===== src/rtl/snn_pkg.sv =====
// Shared types and helpers for the spiking accumulator: FSM states,
// saturating add, and address-width derivation.
package snn_pkg;

  typedef enum logic [1:0] {ACCUM, FIRE, EMIT} acc_state_e;

  localparam int DEF_PSUM_WIDTH     = 12;
  localparam int DEF_MEMBRANE_WIDTH = 14;
  localparam int DEF_NUM_CH         = 4;
  localparam int DEF_NUM_PIXELS     = 16;
  localparam int DEF_NUM_TIMESTEPS  = 2;

  // Counter width that stays >= 1 bit even when only one value exists
  function automatic int clog2_min1(input int n);
    return (n <= 1) ? 1 : $clog2(n);
  endfunction

  // Unsigned add clamped to 2^w-1; operands must already fit in w bits
  function automatic logic [31:0] sat_add(input logic [31:0] a, input logic [31:0] b,
                                          input int unsigned w);
    logic [32:0] s;
    logic [32:0] lim;
    s   = {1'b0, a} + {1'b0, b};
    lim = (33'd1 << w) - 33'd1;
    return (s > lim) ? lim[31:0] : s[31:0];
  endfunction

endpackage


===== src/rtl/vmem_regfile.sv =====
// Membrane potential store: one flop row per output pixel, async clear,
// combinational read, single synchronous write.
module vmem_regfile
  import snn_pkg::*;
#(
  parameter int W  = DEF_MEMBRANE_WIDTH,
  parameter int N  = DEF_NUM_PIXELS,
  parameter int AW = $clog2(DEF_NUM_PIXELS)
) (
  input  logic          clk,
  input  logic          rst_n,
  input  logic          we,
  input  logic [AW-1:0] waddr,
  input  logic [W-1:0]  wdata,
  input  logic [AW-1:0] raddr,
  output logic [W-1:0]  rdata
);

  logic [N-1:0][W-1:0] mem;

  for (genvar g = 0; g < N; g++) begin : g_row
    always_ff @(posedge clk or negedge rst_n) begin
      if (!rst_n)                          mem[g] <= '0;
      else if (we && waddr == AW'(g))     mem[g] <= wdata;
    end
  end

  assign rdata = mem[raddr];

endmodule


===== src/rtl/spike_accumulator.sv =====
// Accumulates NUM_CH partial sums per pixel into its membrane potential,
// fires against a threshold and keeps the residual across timesteps.
module spike_accumulator
  import snn_pkg::*;
#(
  parameter int PSUM_WIDTH     = DEF_PSUM_WIDTH,
  parameter int MEMBRANE_WIDTH = DEF_MEMBRANE_WIDTH,
  parameter int NUM_CH         = DEF_NUM_CH,
  parameter int NUM_PIXELS     = DEF_NUM_PIXELS,
  parameter int NUM_TIMESTEPS  = DEF_NUM_TIMESTEPS,
  localparam int PIX_AW        = $clog2(NUM_PIXELS),
  localparam int TS_AW         = clog2_min1(NUM_TIMESTEPS)
) (
  input  logic                      clk,
  input  logic                      rst_n,
  input  logic [MEMBRANE_WIDTH-1:0] cfg_threshold,
  input  logic                      psum_valid,
  output logic                      psum_ready,
  input  logic [PSUM_WIDTH-1:0]     psum_data,
  output logic                      spike_valid,
  input  logic                      spike_ready,
  output logic                      spike_data,
  output logic [PIX_AW-1:0]         spike_addr,
  output logic [TS_AW-1:0]          spike_ts,
  output logic                      frame_done
);

  localparam int CH_W = clog2_min1(NUM_CH + 1);
  localparam int MW   = MEMBRANE_WIDTH;

  acc_state_e          state;
  logic [MW-1:0]       acc;
  logic [CH_W-1:0]     ch_cnt;
  logic [PIX_AW-1:0]   pix_cnt;
  logic [TS_AW-1:0]    ts_cnt;

  logic [MW-1:0]       vmem_rd;
  logic [MW-1:0]       vmem_wd;
  logic [MW-1:0]       sum;
  logic [MW-1:0]       acc_nxt;
  logic                fire;
  logic                last_ts;
  logic                vmem_we;

  always_comb begin
    acc_nxt = MW'(sat_add(32'(acc), 32'(psum_data), MW));
    sum     = MW'(sat_add(32'(acc), 32'(vmem_rd), MW));
    fire    = (sum >= cfg_threshold);
    last_ts = (ts_cnt == TS_AW'(NUM_TIMESTEPS - 1));
    // Last timestep of a frame drops the residual so the next frame starts clean
    vmem_wd = last_ts ? '0 : (fire ? sum - cfg_threshold : sum);
    vmem_we = (state == FIRE);
  end

  vmem_regfile #(.W(MW), .N(NUM_PIXELS), .AW(PIX_AW)) u_vmem (
    .clk   (clk),
    .rst_n (rst_n),
    .we    (vmem_we),
    .waddr (pix_cnt),
    .wdata (vmem_wd),
    .raddr (pix_cnt),
    .rdata (vmem_rd)
  );

  always_ff @(posedge clk or negedge rst_n) begin
    if (!rst_n) begin
      state       <= ACCUM;
      acc         <= '0;
      ch_cnt      <= '0;
      pix_cnt     <= '0;
      ts_cnt      <= '0;
      psum_ready  <= 1'b0;
      spike_valid <= 1'b0;
      spike_data  <= 1'b0;
      spike_addr  <= '0;
      spike_ts    <= '0;
      frame_done  <= 1'b0;
    end else begin
      frame_done <= 1'b0;
      case (state)
        ACCUM: begin
          psum_ready <= 1'b1;
          if (psum_valid && psum_ready) begin
            acc    <= acc_nxt;
            ch_cnt <= ch_cnt + 1'b1;
            if (ch_cnt == CH_W'(NUM_CH - 1)) begin
              psum_ready <= 1'b0;
              state      <= FIRE;
            end
          end
        end
        FIRE: begin
          spike_data  <= fire;
          spike_addr  <= pix_cnt;
          spike_ts    <= ts_cnt;
          spike_valid <= 1'b1;
          state       <= EMIT;
        end
        EMIT: begin
          if (spike_ready) begin
            spike_valid <= 1'b0;
            psum_ready  <= 1'b1;
            acc         <= '0;
            ch_cnt      <= '0;
            state       <= ACCUM;
            if (pix_cnt == PIX_AW'(NUM_PIXELS - 1)) begin
              pix_cnt <= '0;
              if (last_ts) begin
                ts_cnt     <= '0;
                frame_done <= 1'b1;
              end else begin
                ts_cnt <= ts_cnt + 1'b1;
              end
            end else begin
              pix_cnt <= pix_cnt + 1'b1;
            end
          end
        end
        default: state <= ACCUM;
      endcase
    end
  end

endmodule


===== config.mk =====
export PLATFORM = sky130hd
export DESIGN_NAME = spike_accumulator
export DESIGN_NICKNAME = d
export VERILOG_FILES = /design/src/rtl/snn_pkg.sv /design/src/rtl/vmem_regfile.sv /design/src/rtl/spike_accumulator.sv
export SDC_FILE = /design/constraint.sdc
export NUM_CORES = 1
export LEC_CHECK = 0
export ABC_CLOCK_PERIOD_IN_PS = 5800
export CAP_MARGIN = 15
export CORE_MARGIN = 3
export CORE_UTILIZATION = 28
export CTS_BUF_LIST = sky130_fd_sc_hd__clkbuf_8
export CTS_CLUSTER_SIZE = 30
export DETAILED_ROUTE_END_ITERATION = 7
export RECOVER_POWER = 25
export SYNTH_ARGS = -nofsm -noshare
export SYNTH_HDL_FRONTEND = slang
export SYNTH_SLANG_ARGS = --single-unit

===== constraint.sdc =====
create_clock -name clk -period 5.8 [get_ports clk]
set_input_delay 1.74 -clock clk [delete_from_list [all_inputs] [get_ports clk]]
set_output_delay 1.74 -clock clk [all_outputs]
set_load 0.005 [all_outputs]

congestion_map.png
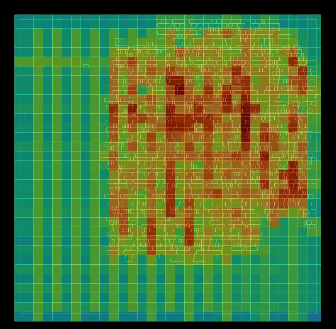
Final Util: 0.330
Total GRT Usage: 0.144
grt peak-use layer: met2
global-route met1 utilization: 0.183

m4.png
(1.5 px per um) Supply wires on this layer in gray.
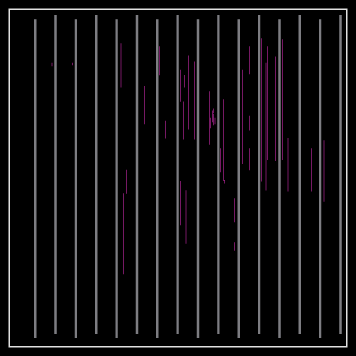
nets with wire on the layer: 25
longest straight run: 95.2 um
main direction: vertical
share of all routed wire: 3.2%
wire length on this layer: 1150 um

clock_wires.png
(1.5 px per um)
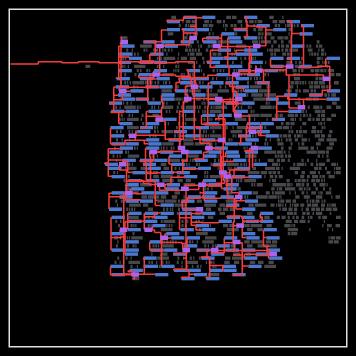
[flip-flops] blue | count: 257
[clock-net drivers] purple | count: 44
[clock wires] red | length: 3480 um
routed clock nets: 45

port_trees.png
(1 px per um)
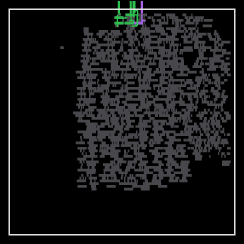
| port | color | bits | direction | edge | end cells | wire |
|---|---|---|---|---|---|---|
| `frame_done` | purple | 1 | output | top | 1 | 16.2 um |
| `spike_addr` | green | 4 | output | top | 4 | 93.5 um |

util_map.png
(1.5 px per um) The die is cut into 22 by 22 equal tiles; dark blue is low, red is high, 0 to 100% covered.
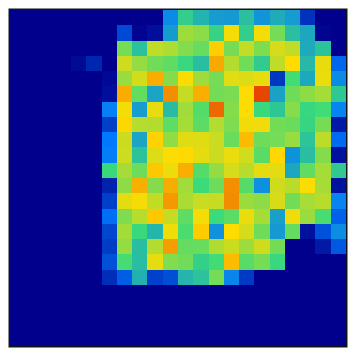
mean over tiles: 29%
emptiest ninth of the die: lower left
densest ninth of the die: center
fullest tile: 92%
nearly empty tiles: 46%

what timing repair did:
action,CTS,global route
buffers inserted,0,2
resized,0,5
endpoints found under the setup margin,0,172
synthesized netlist by cell type, types with 3 or more instances:
master | count | share of area
nor2b_1 | 4 | 0.0019
nand3_1 | 25 | 0.0094
o21ai_0 | 192 | 0.072
dfrtp_1 | 257 | 0.48
o21bai_1 | 5 | 0.0028
o21ai_1 | 19 | 0.0071
o21a_1 | 5 | 0.0028
xor2_1 | 9 | 0.0059
nor4_1 | 6 | 0.0028
mux2_1 | 5 | 0.0042
ha_1 | 46 | 0.043
buf_2 | 8 | 0.0030
clkbuf_1 | 44 | 0.012
nor2_1 | 26 | 0.0073
buf_6 | 3 | 0.0025
nand2b_1 | 13 | 0.0061
inv_1 | 32 | 0.0090
and2_1 | 4 | 0.0019
mux2_2 | 45 | 0.038
a21o_1 | 21 | 0.012
buf_1 | 8 | 0.0023
mux2i_1 | 5 | 0.0038
nor3_1 | 9 | 0.0034
nand4_1 | 5 | 0.0024
or2_2 | 3 | 0.0014
mux4_2 | 70 | 0.12
o211ai_1 | 5 | 0.0028
nand2_1 | 232 | 0.065
fa_1 | 3 | 0.0045
a31oi_1 | 17 | 0.0080
a21oi_1 | 33 | 0.012
xnor2_1 | 16 | 0.011
a211oi_1 | 3 | 0.0017
flip-flops by register name, indices dropped and copies added (netlist names):
signal	flops
u_vmem.mem	224
last_ts	1
spike_addr	4
spike_data	1
spike_ts	1
state	2
pix_cnt	4
frame_done	1
acc	14
spike_valid	1
psum_ready	1
ch_cnt	3
layer usage:
layer | up-vias | global-route usage | wire length, um
li1 | 4546 | - | -
met1 | 5066 | 0.183 | 15200
met2 | 306 | 0.250 | 18000
met3 | 80 | 0.0277 | 2090
met4 | 4 | 0.0470 | 1150
met5 | - | 0 | 27
==> flow_summary.ini <==
; synthesis and place-and-route metrics
[run_status]
status = finished with violations
violations = capacitance limit, slew limit

[final_timing]
fin_setup_tns_ns = 0
finalHoldViolations = 0
slew_violations = 74
min_period_ns = 5.52
maxSlewHeadroom = -1.34
final.setup_skew_ns = 0.0383
finalCritPeriodShare = 0.951
rsz0062_at_grt = no
worst_pin_slew_ns = 3.51
final-setup-viol-count = 0
max_freq_mhz = 181
setup_slack_ns = 0.283
holdWs_ns = 0.471

[finish]
diodes = 1
buf_share = 0.0506
logic_area_um2 = 6460
ff_count = 257
final_cell_mix = dfrtp_1, nand2_1, o21ai_0
largest_class = multi-input combinational cells
nClkBuffers = 55
nNetsFinal = 1354
clk_share = 0.0565
n_all_buffers = 70
num-fill-cells = 4751
fin_area_um2 = 15400
comb_area_frac = 0.419
multiInputCombCellCount = 870
seq_area_um2 = 6440
inverters_excl_clock = 32
syn2layout_area_growth_pct = 16.0
sh_seq_area = 0.417
final_layout_size_suffix_gt1_frac = 0.177

[detailed_routing]
avgViaCountPerCell = 5.22
wl_um = 36500
drtIter0Drc = 800
drt_first_pass_iters = 5

[synthesis]
synth_warnings = 0
syn-cell-area_um2 = 13300
synthArstFlopShare = 1.00
simple_gate_area_frac = 0.110
synth.distinct_cells = 69
synth_nets = 1305
ys_cells = 1226
ys_area_um2 = 13300
ys_seq_frac = 0.484
ys_sh_adder = 0.0478
aoi_share = 0.146

[global_route]
grt_pass1_wl_um = 57300
grt_overflow = 0
antenna_found_initial = 2
grt_max_degree = 98

[clocking]
htreeDepth = 2
clock_path_buffers = 3
numCtsBuffers = 44
cts_tree = done
insertion_delay_ns = 0.56
cts_hold_buffers = 0
clkSinkCount = 257
cts_root_buf = clkbuf_8

[job]
drv_cap = 1
warning_count = 29

[placement]
hpwl_um = 24200
dp_slack_ns = 0.149
gp_congestion = 0.846
port_buffers = 38
place_inst = 1834

[worst_setup_path]
critPathCaptureType = flip-flop
cp.required_ns = 6.24
critPathSlowestCell = mux4_2
arrival_ns = 5.95
crit_path_end = u_vmem.mem[45]
cp-start-kind = flip-flop
critPathTopFamily = multiplexers
critPathLaunch = pix_cnt[0]
crit_type = reg2reg
r2r_end = u_vmem.mem[45]
path_cells = buf_12 > mux4_2 > mux4_2 > ha_1 > inv_1 > fa_1 > nand2b_1 > a21o_1 > nand2b_1 > a31oi_1 > xor2_1 > nand2_1 > ha_1 > nor2_1 > o21ai_1 > o21ai_1 > a21oi_2 > buf_4 > nand2_1 > o211a_1 > mux2_2

[floorplanning]
die_area_um2 = 50200
die_h_um = 224
tap_cells = 607
rows = 79
initCoreUtil = 0.284
io_pins = 39
die_w_um = 224
design.core.area_um2 = 46800

[min_path]
whs_endpoint = u_vmem.mem[112]
worstHoldStart = u_vmem.mem[112]
